--- src/rtl/fifo_rd_pkg.sv ---
// Shared types for the FIFO read-side burst drain engine.
// D_SIZE of the engine must equal DATA_W here so the buffer entry layout matches.
package fifo_rd_pkg;

   localparam int BUF_DEPTH = 2;
   localparam int DATA_W    = 8;

   typedef enum logic [1:0] {
      ST_IDLE  = 2'd0,
      ST_RUN   = 2'd1,
      ST_FLUSH = 2'd2,
      ST_DONE  = 2'd3
   } rd_state_t;

   typedef struct packed {
      logic [DATA_W-1:0] data;
      logic              last;
   } rd_entry_t;

endpackage

--- src/rtl/rd_skid_buf.sv ---
// Two-entry output buffer; push lands one cycle before the word is visible, simultaneous push/pop holds occ.
// Caller must not push when full or pop when empty; the head stays stable until popped.
module rd_skid_buf
   import fifo_rd_pkg::*;
(
   input  logic      r_clk,
   input  logic      r_rst,
   input  logic      push,
   input  rd_entry_t push_ent,
   input  logic      pop,
   output rd_entry_t head_ent,
   output logic [1:0] occ
);

   rd_entry_t ent [BUF_DEPTH];
   logic      wr_ptr;
   logic      rd_ptr;

   always_ff @(posedge r_clk) begin
      if (push) begin
         ent[wr_ptr] <= push_ent;
      end
   end

   always_ff @(posedge r_clk) begin
      if (!r_rst) begin
         wr_ptr <= 1'b0;
         rd_ptr <= 1'b0;
         occ    <= 2'd0;
      end else begin
         if (push) wr_ptr <= ~wr_ptr;
         if (pop)  rd_ptr <= ~rd_ptr;
         unique case ({push, pop})
            2'b10:   occ <= occ + 2'd1;
            2'b01:   occ <= occ - 2'd1;
            default: occ <= occ;
         endcase
      end
   end

   assign head_ent = ent[rd_ptr];

endmodule

--- src/rtl/fifo_burst_reader.sv ---
// Burst drain engine: pops cmd_len FIFO words and streams them out with an end marker; first word 1 cycle after pop.
// out_ready stalls only the 2-entry buffer; r_inc never depends on out_ready, so the FIFO read path stays registered.
module fifo_burst_reader
   import fifo_rd_pkg::*;
#(
   parameter int D_SIZE = DATA_W,
   parameter int LEN_W  = 8
) (
   input  logic              r_clk,
   input  logic              r_rst,
   input  logic              r_empty,
   input  logic [D_SIZE-1:0] r_data,
   output logic              r_inc,
   input  logic              cmd_valid,
   input  logic [LEN_W-1:0]  cmd_len,
   output logic              cmd_ready,
   input  logic              abort,
   output logic              out_valid,
   input  logic              out_ready,
   output logic [D_SIZE-1:0] out_data,
   output logic              out_last,
   output logic              busy,
   output logic              done,
   output logic              done_abort,
   output logic [LEN_W-1:0]  words_rd
);

   rd_state_t        state;
   rd_state_t        state_nxt;
   logic [LEN_W-1:0] rem;
   logic             abort_flg;
   logic [1:0]       occ;
   logic             hs;
   rd_entry_t        push_ent;
   rd_entry_t        head_ent;

   assign cmd_ready = r_rst && (state == ST_IDLE);
   assign r_inc     = r_rst && (state == ST_RUN) && !r_empty && (rem != '0)
                      && (occ < 2'(BUF_DEPTH)) && !abort;
   assign hs        = out_valid && out_ready;

   assign push_ent.data = r_data;
   assign push_ent.last = (rem == LEN_W'(1));

   rd_skid_buf u_buf (
      .r_clk    (r_clk),
      .r_rst    (r_rst),
      .push     (r_inc),
      .push_ent (push_ent),
      .pop      (hs),
      .head_ent (head_ent),
      .occ      (occ)
   );

   // An aborted burst never reports a last word, even for entries already buffered.
   assign out_valid  = (occ != 2'd0);
   assign out_data   = head_ent.data;
   assign out_last   = out_valid && head_ent.last && !abort_flg;
   assign busy       = (state != ST_IDLE);
   assign done       = (state == ST_DONE);
   assign done_abort = done && abort_flg;

   always_comb begin
      state_nxt = state;
      unique case (state)
         ST_IDLE: begin
            if (cmd_valid) state_nxt = (cmd_len == '0) ? ST_DONE : ST_RUN;
         end
         ST_RUN: begin
            if (abort || (r_inc && rem == LEN_W'(1))) state_nxt = ST_FLUSH;
         end
         ST_FLUSH: begin
            if (occ == 2'd0 || (occ == 2'd1 && hs)) state_nxt = ST_DONE;
         end
         ST_DONE: begin
            state_nxt = ST_IDLE;
         end
         default: state_nxt = ST_IDLE;
      endcase
   end

   always_ff @(posedge r_clk) begin
      if (!r_rst) begin
         state     <= ST_IDLE;
         rem       <= '0;
         words_rd  <= '0;
         abort_flg <= 1'b0;
      end else begin
         state <= state_nxt;
         if (cmd_ready && cmd_valid) begin
            rem      <= cmd_len;
            words_rd <= '0;
         end else begin
            if (r_inc) rem      <= rem - LEN_W'(1);
            if (hs)    words_rd <= words_rd + LEN_W'(1);
         end
         if (state == ST_RUN && abort) abort_flg <= 1'b1;
         else if (state == ST_DONE)    abort_flg <= 1'b0;
      end
   end

endmodule

--- config.mk ---
export PLATFORM = sky130hd
export DESIGN_NAME = fifo_burst_reader
export DESIGN_NICKNAME = d
export VERILOG_FILES = /design/src/rtl/fifo_rd_pkg.sv /design/src/rtl/rd_skid_buf.sv /design/src/rtl/fifo_burst_reader.sv
export SDC_FILE = /design/constraint.sdc
export NUM_CORES = 1
export LEC_CHECK = 0
export CAP_MARGIN = 30
export CORE_ASPECT_RATIO = 1.25
export CORE_MARGIN = 10
export CORE_UTILIZATION = 35
export DETAILED_ROUTE_END_ITERATION = 8
export PLACE_DENSITY_LB_ADDON = 0.15
export SYNTH_ARGS = -nofsm -noshare
export SYNTH_HDL_FRONTEND = slang
export SYNTH_HIERARCHICAL = 1
export SYNTH_SLANG_ARGS = --single-unit
--- constraint.sdc ---
create_clock -name r_clk -period 4.96 [get_ports r_clk]
set_input_delay 0.992 -clock r_clk [delete_from_list [all_inputs] [get_ports r_clk]]
set_output_delay 0.992 -clock r_clk [all_outputs]
set_load 0.03 [all_outputs]
==> writeup.txt, run 1 <==
The number of max-capacitance violations reported was 0; the number of routed nets with antenna violations was 0. The post-cts resize count is 0. The largest individual stage delay along the critical path comes from the cell clkdlybuf4s50_1. The count of non-CTS inverters in the layout works out to 10. The floorplan report lists the tap cell count as 64.

Of the total power, registers draw 42.0%. The tree is rooted in a clkbuf_8. Entering global routing, the biggest net connects 16 pins. The die width is 87.5 µm, and the number of rows in the core area is 30.

The run gives 290 ps for the clock latency of the later-clocked register in the worst-skew pair. Per the final layout report, the fraction of cells sized above drive strength 1 comes to 11.8%. The count of warning messages emitted by the tools is 32, and the final-report setup violation count is 0. Leaving out buffers and inverters, the combinational logic in the layout accounts for 916 µm². In the layout the commonest cells are 44 x clkdlybuf4s50_1, 24 x dfxtp_1, 18 x edfxtp_1. The combinational fraction of design power is 32.0%, and the combinational share of cell area is 35.1%.

The worst min-delay path class is flip-flop to flip-flop. Counting only logic cells after layout, the most numerous master is clkdlybuf4s50_1. In this run the most critical hold path is launched from abort_flg.

The tools report the startpoint of the most critical register-to-register path as state[1]. In the finished layout, the clock tree contains a buffer count of 6. After layout, the buffer instance count without clock buffers stands at 45. The power report shows net switching accounting for 31.6% of the total. The run finished with clean final reports.

For this run, the detailed router reports a per-instance via density of 4.74. The area fraction of clock buffers and clock inverters is 4.21%. Counting the buffers created by CTS gives 5. With the share of the synthesized area in the top cell type at 27.1%, the overall die area is 9130 µm². With the hold-fix buffer count after cts at 0, the area added between synthesis and finish is 31.1%. Per the summary, power density relative to cell area is 386 nW/µm².

Sequential cells make up 39.1% of the cell area. The run gives 5.23 ps for the worst clock skew on the final layout. The via count of the first global-routing pass came out at 1,418. Setup repair after global routing left no endpoint under its margin.

The post-route setup TNS is 0 ps, and the post-DP HPWL is 3160 µm. The run gives 6 as the warning count from the yosys run. The final layout report lists a filler cell count of 522.
[run 1: synth_stat cells, drive strengths merged, types with 2 or more instances]
cell and n:
mux2 10, o21a 2, nand4 2, nor3 2
xor2 11, nand3 9, nor2 14, or3 2
and2 6, a21oi 6, nand2b 4, ha 10
nor4 3, buf 3, xnor2 5, and3 3
nor2b 2, edfxtp 18, a21boi 2, o22ai 3
o21ai 8, dfxtp 24, inv 10, nand2 9
[run 1: cell families (layout without fill, tap and decap cells)]
group	count (synthesis)	in the layout	synth area share [%]
AOI/OAI and AO/OA	24	24	7.35
xor gates and xnor gates	16	16	7.03
adders and majority gates	10	10	6.28
buffers and inverters	14	63	2.82
DFF	42	42	51.2
muxes	11	11	6.34
and+or+nand+nor	63	63	19.0
[run 1: through the flow]
step | area [µm²] | instances | power, mW | util [%]
after CTS | 2610 | 293 | 1.02 | 47.7
after global placement | 2500 | 285 | 0.756 | 45.7
after detailed placement | 2500 | 285 | 0.758 | 45.7
after floorplan | 1990 | 180 | 0.658 | -
after global routing | 2610 | 293 | 1.08 | 47.7
final | 2610 | 293 | 1.01 | 47.7
[run 1: power by group through the flow]
stage	clock (mW)	combinational (mW)	sequential, mW
after floorplan	0	0.233	0.425
after global placement	0	0.325	0.432
after detailed placement	0	0.326	0.432
after CTS	0.272	0.329	0.424
after global routing	0.287	0.359	0.431
final	0.262	0.323	0.424
[run 1: worst max path at each step]
stage / end / slack, ps
detailed placement: r_inc / 1040
finish: r_inc / 1050
global placement: r_inc / 1060
CTS: r_inc / 1030
floorplan: r_inc / 2130
global route: r_inc / 930
[run 1: routing by layer]
metal,track usage [%],vias up,part of all wire (%)
met2,14.4,30,48
met1,10.6,630,44
met3,3.84,4,5.9
li1,-,724,-
met5,0,-,0
met4,3.77,0,1.3
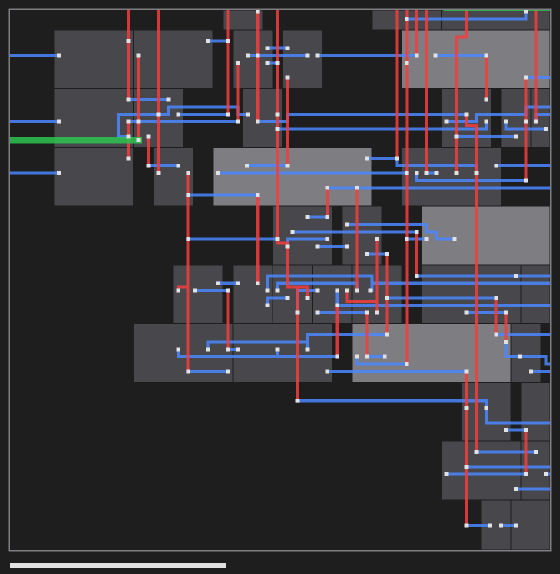
*Layout detail, run 1*
Bar = 10 µm. Window x 9 to 34, y 14 to 39 µm. Cells in gray, sequential cells in the stronger gray; small squares are vias.
green -> metal 3
blue -> metal 1
red -> metal 2
sequential cells in the window = 4
netlist names of flops here include = rem (2), state (2)
most frequent = clkdlybuf4s50_1 (5), dfxtp_1 (4)
cells with their middle in the window = 32

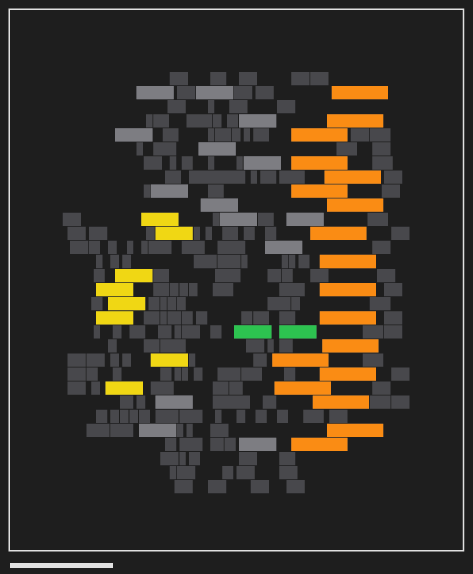
*Sequential cells colored by netlist name, run 1*
Bar = 20 µm. Other sequential cells in the stronger gray, the rest of the logic in the fainter gray.
yellow -> rem  # sequential cells 8, where west
orange -> u_buf/ent  # sequential cells 18
green -> u_buf/occ  # sequential cells 2
not colored = 14

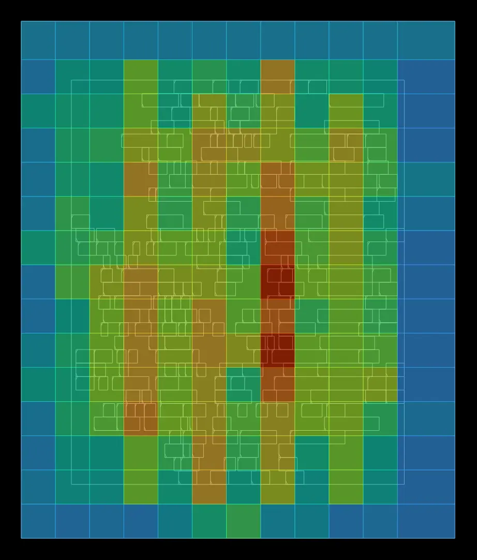
*Routing congestion map, run 1*
fraction of the core area covered by cells at the end of the flow: 47.7%
Global Route met3 Usage: 3.84%
wire length per cell: 13.6 µm
busiest layer in global routing: met2

### Selected gate families, run 1

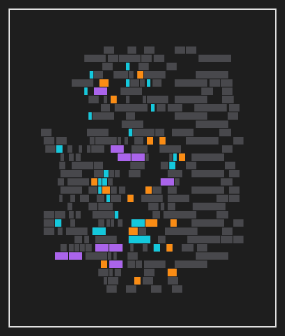

==> run 2, diff against run 1 <==
==> constraint.sdc (replaced) <==
create_clock -name r_clk -period 3.6 [get_ports r_clk]
set_input_delay 0.72 -clock r_clk [delete_from_list [all_inputs] [get_ports r_clk]]
set_output_delay 0.72 -clock r_clk [all_outputs]
set_load 0.03 [all_outputs]
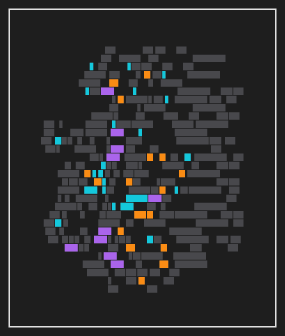
*Selected gate families, run 2*
purple -> adder and majority cells  # cells 10, most used ha_1
orange -> AND and OR gates  # cells 17, most used and2_1
cyan -> NOR gates  # cells 22, most used nor2_1
Finished Layout Cells: 294
combinational share of cell area: 35.2%
most common library cell in the layout ignoring fill and taps: clkdlybuf4s50_1

==> run 2 against run 1 <==
Clock power rose by 17%. First-iteration DRC count decreased by 17%. Register-to-register slack worse by 1300 ps.
==> writeup.txt, run 2 <==
The run finished with clean final reports. The count of warning messages emitted by the tools was 32. Between the synthesized netlist and the finished layout, the area growth was recorded as 30.6%. The synthesis log from Yosys contains 6 warnings. The via count normalized by instance count is 4.73.

The number of hold buffers added after CTS was 0. The synthesized-area fraction occupied by adder cells works out to 6.28%. Routing resource usage on met3 recorded by global route was 3.29%.

Buffers inserted during clock tree synthesis total 5. The wire length per cell after detailed routing works out to 13.1 µm. Per the CTS log, the root buffer master is clkbuf_8. The end-of-flow timing check tallies setup violations at 0. Net switching is 32.8% of the power. The share of the synthesized area in the top cell type works out to 27.1%. Per the OpenROAD floorplan log, the area of the die is 9130 µm². In this run the maximum-capacitance check reported violations numbering 0. The most common cell in the synthesized netlist is dfxtp_1. The final power report lists total power as 1.34 mW. The largest family of logic cells by area is simple AND/OR/NAND/NOR gates.

The area fraction in mux cells was 6.34%; the post-DP HPWL was 3120 µm. The cell area power density was 513 nW/µm²; the area share of xor/xnor cells in the synthesized design was 7.03%. The tools report the via count of the first global-routing pass as 1,463. With the proportion of power drawn by flip-flops and latches at 43.7%, the number of rows in the core area is 30. By count the netlist is led by 24 x dfxtp_1, 18 x edfxtp_1, 13 x nor2_1, 11 x xor2_1.

The run gives 33.4% as the combinational fraction of design power. After routing, the total negative slack on setup checks comes to 0 ps. The startpoint of the most critical register-to-register path is state[1].

The run gives 0 as the post-cts resize count. Most congested layer reported by global routing: met2. The compound-cell area share of the yosys netlist is 7.34%, and the met2 demand-to-capacity share in global routing is 14.5%. The library cells used most frequently in the layout, excluding fill and tap cells, are 43 x clkdlybuf4s50_1, 24 x dfxtp_1, 18 x edfxtp_1.

The detail route stage leaves a number of antenna-violating nets equal to 0. Per the skew report, the later register of the worst-skew pair sees a clock latency of 290 ps. The register with the most flip-flops in the final layout is u_buf/ent.

For the worst clock skew on the final layout, the log shows 3.27 ps. STA lists the startpoint of the worst hold path as abort_flg. The maximum number of pins on one net before global-route repair is 15.

The slowest stage of the critical path belongs to the cell clkdlybuf4s50_1. Checking hold timing, the worst path is listed with class flip-flop to flip-flop. The filler cells instantiated in the layout total 539.

The run gives 9.33% as the met1 global-route usage.
-- run 2: netlist changes by cell type in the layout (fill, tap and decap cells not counted) --
cell             delta
clkdlybuf4s50_1     -1
clkinv_2            +1
clkbuf_1            -1
clkbuf_8            +1
buf_4               +2
bufinv_16           -1
-- run 2: power groups by stage --
stage | Sequential, mW | Combinational, mW | Clock [mW]
detailed placement | 0.595 | 0.450 | 0
finish | 0.584 | 0.446 | 0.307
CTS | 0.584 | 0.452 | 0.319
floorplan | 0.585 | 0.321 | 0
global placement | 0.595 | 0.451 | 0
global route | 0.592 | 0.493 | 0.339
-- run 2: worst max-delay path by stage --
stage | start | to | slack [ps]
finish | r_rst | r_inc | 570
detailed placement | r_rst | u_buf/occ[1] | 490
CTS | r_rst | r_inc | 540
global placement | r_rst | u_buf/occ[1] | 520
floorplan | r_empty | u_buf/occ[1] | 1070
global route | r_rst | r_inc | 450
-- run 2: metrics by stage --
step	worst slack (ps)	utilization, %	cell area, µm²	instances	hold slack (ps)
finish	574	47.5	2600	294	493
global route	449	47.5	2600	294	539
CTS	540	47.5	2600	294	497
detailed placement	493	45.8	2510	286	485
floorplan	1070	-	1990	180	459
global placement	520	45.8	2510	286	487
-- run 2: routing by layer --
layer / wire (µm) / vias up
met2: 1860 / 37
met5: 0 / -
li1: - / 724
met4: 65 / 0
met3: 266 / 5
met1: 1670 / 624
-- run 2: final cells by class --
class                           instances  share of cell area (%)
Timing Repair Buffer                   46                    17.4
Clock buffer                            6                    3.17
Sequential cell                        42                    39.2
Inverter                               10                    1.44
Multi-Input combinational cell        124                    35.2
Tap cell                               64                    3.08
Clock inverter                          2                   0.481
### Layout detail, run 2

Bar = 10 µm. Window x 9 to 34, y 14 to 39 µm. Cells in gray, sequential cells in the stronger gray; small squares are vias.
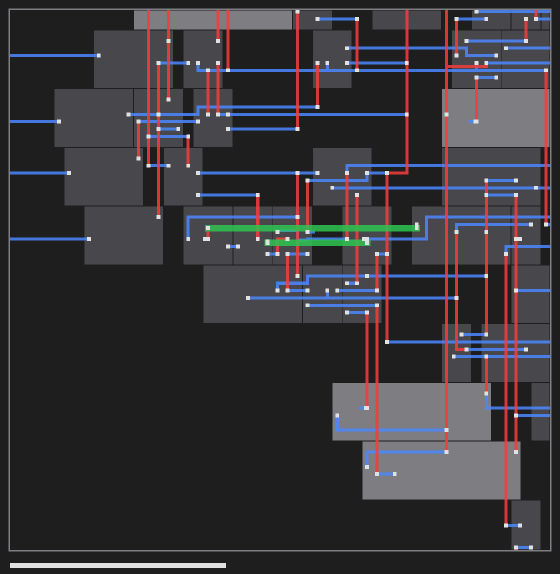

==> run 3, diff against run 2 <==
==> constraint.sdc (replaced) <==
create_clock -name r_clk -period 2.95 [get_ports r_clk]
set_input_delay 0.59 -clock r_clk [delete_from_list [all_inputs] [get_ports r_clk]]
set_output_delay 0.59 -clock r_clk [all_outputs]
set_load 0.03 [all_outputs]
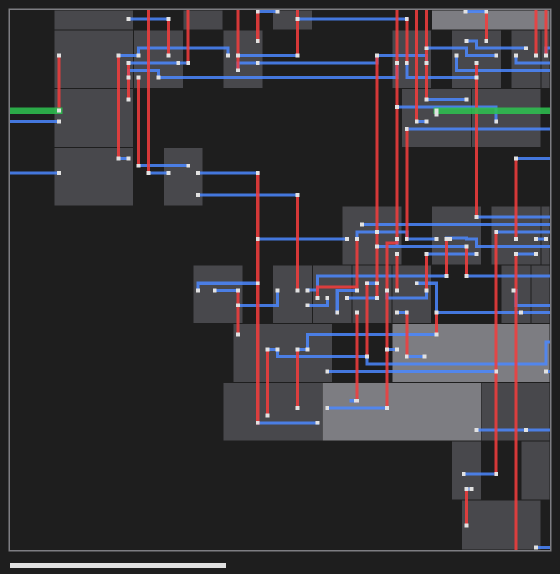
*Layout detail, run 3*
Bar = 10 µm. Window x 9 to 34, y 14 to 39 µm. Cells in gray, sequential cells in the stronger gray; small squares are vias.

==> run 3 against run 2 <==
Non-clock buffer count rose by 1. Clock skew rose by 3.2 ps. Area after synthesis did not move. Utilization rose by 0.91 points. Worst setup slack got worse by 280 ps. Critical path depth did not move. Sequential share of layout area fell by 0.74 points. Final cell count rose by 0.34%.
==> writeup.txt, run 3 <==
Checking hold timing, the worst path is listed with class flip-flop to flip-flop. Power comes to 1.80 mW. The routed design shows a wire length per standard cell of 13.9 µm.

Setup repair after global routing left no endpoint under its margin. After clock tree synthesis, the repair step resized 0 gates. The post-route setup TNS is 0 ps, and the layout filler cell count is 530. Grouping non-sequential cells by family puts the most area in simple AND/OR/NAND/NOR gates. The run finished with clean final reports. The switching power as a share of total power works out to 30.7%.

Number of clock buffers inserted by TritonCTS: 5. In this run, the combinational gates consume 30.5% of the power. With the cell area power density at 679 nW/µm², the number of max-capacitance violations reported is 0. Once detail routing completed, the nets flagged for antenna violations numbered 0. Between the synthesized netlist and the finished layout, the area growth was recorded as 33.1%. The via count of the first global-routing pass is 1,449, and the warning count from the yosys run is 6. The area share of xor/xnor cells in the synthesized design works out to 7.03%. With fillers left out, the area of the finished cells amounts to 2650 µm². The placement-stage cell area is 2510 µm².

Cells fill 48.4% of the core in the end. Leaving out filler cells and counting taps, the final layout contains 295. The fraction of final layout cells sized beyond drive strength 1 is 13.4%, and the count of warning messages emitted by the tools is 32.

In this run, post-CTS hold repair placed 0 buffers. The die covers 9130 µm². For the worst slack at placement, the log shows 117 ps. The most common cell after layout, fill and taps aside was clkdlybuf4s50_1. Per the synthesis report, the single largest cell type by area occupies 27.1% of cell area. After Yosys synthesis, and, or, nand and nor cells account for 19.0% of the synthesized area. The floorplan has 30 rows.

The most repeated cell in the gate-level netlist after synthesis is dfxtp_1. Of the total power, registers draw 39.4%. The register with the highest flop count is u_buf/ent.

The tools report the final-report setup violation count as 0. By instance count after routing, the leading logic cell types are 43 x clkdlybuf4s50_1, 24 x dfxtp_1, 18 x edfxtp_1.
-- run 3: cell types whose count changed in the layout (fill, tap and decap cells not counted) --
cell,change
clkinv_2,-1
clkinv_4,+1
clkinvlp_4,-1
buf_4,+1
bufinv_16,+2
clkbuf_8,-1
-- run 3: area by class of cell --
type | count | area (µm²) | area share [%]
clock buffer | 5 | 68.8 | 2.59
clock inverter | 3 | 68.8 | 2.59
inverter | 10 | 37.5 | 1.42
multi-input combinational | 124 | 916 | 34.5
sequential | 42 | 1020 | 38.5
tap | 64 | 80.1 | 3.02
timing repair buffer | 47 | 460 | 17.4
-- run 3: power by group through the flow --
stage          registers [mW]  clock network (mW)  logic, mW
3_5_place_dp            0.725                   0      0.556
4_1_cts                 0.711               0.556      0.559
6_report                0.711               0.541      0.550
2_1_floorplan           0.714                   0      0.392
5_1_grt                 0.721               0.585      0.614
3_3_place_gp            0.725                   0      0.555
-- run 3: per-layer routing --
| metal | global-route usage [%] | share of wire (%) |
|---|---|---|
| met1 | 10.6 | 45 |
| met2 | 14.7 | 48 |
| met3 | 3.06 | 5.6 |
| met4 | 3.77 | 1.5 |
| met5 | 0 | 0 |
-- run 3: final timing paths --
| check | from | to | slack [ps] | cells past startpoint |
|---|---|---|---|---|
| setup / recovery | r_rst | r_inc | 290 | 6 |
| hold / removal | abort_flg | abort_flg | 490 | 2 |
| setup reg to reg | state[1] | u_buf/occ[1] | 660 | 10 |
| hold reg to reg | abort_flg | abort_flg | 490 | 2 |
-- run 3: critical path, delay by kind of cell --
family                 cells  cell delay (ps)
buffers and inverters      3              800
and+or+nand+nor            3              660
Power and IR drop assume default switching activity.
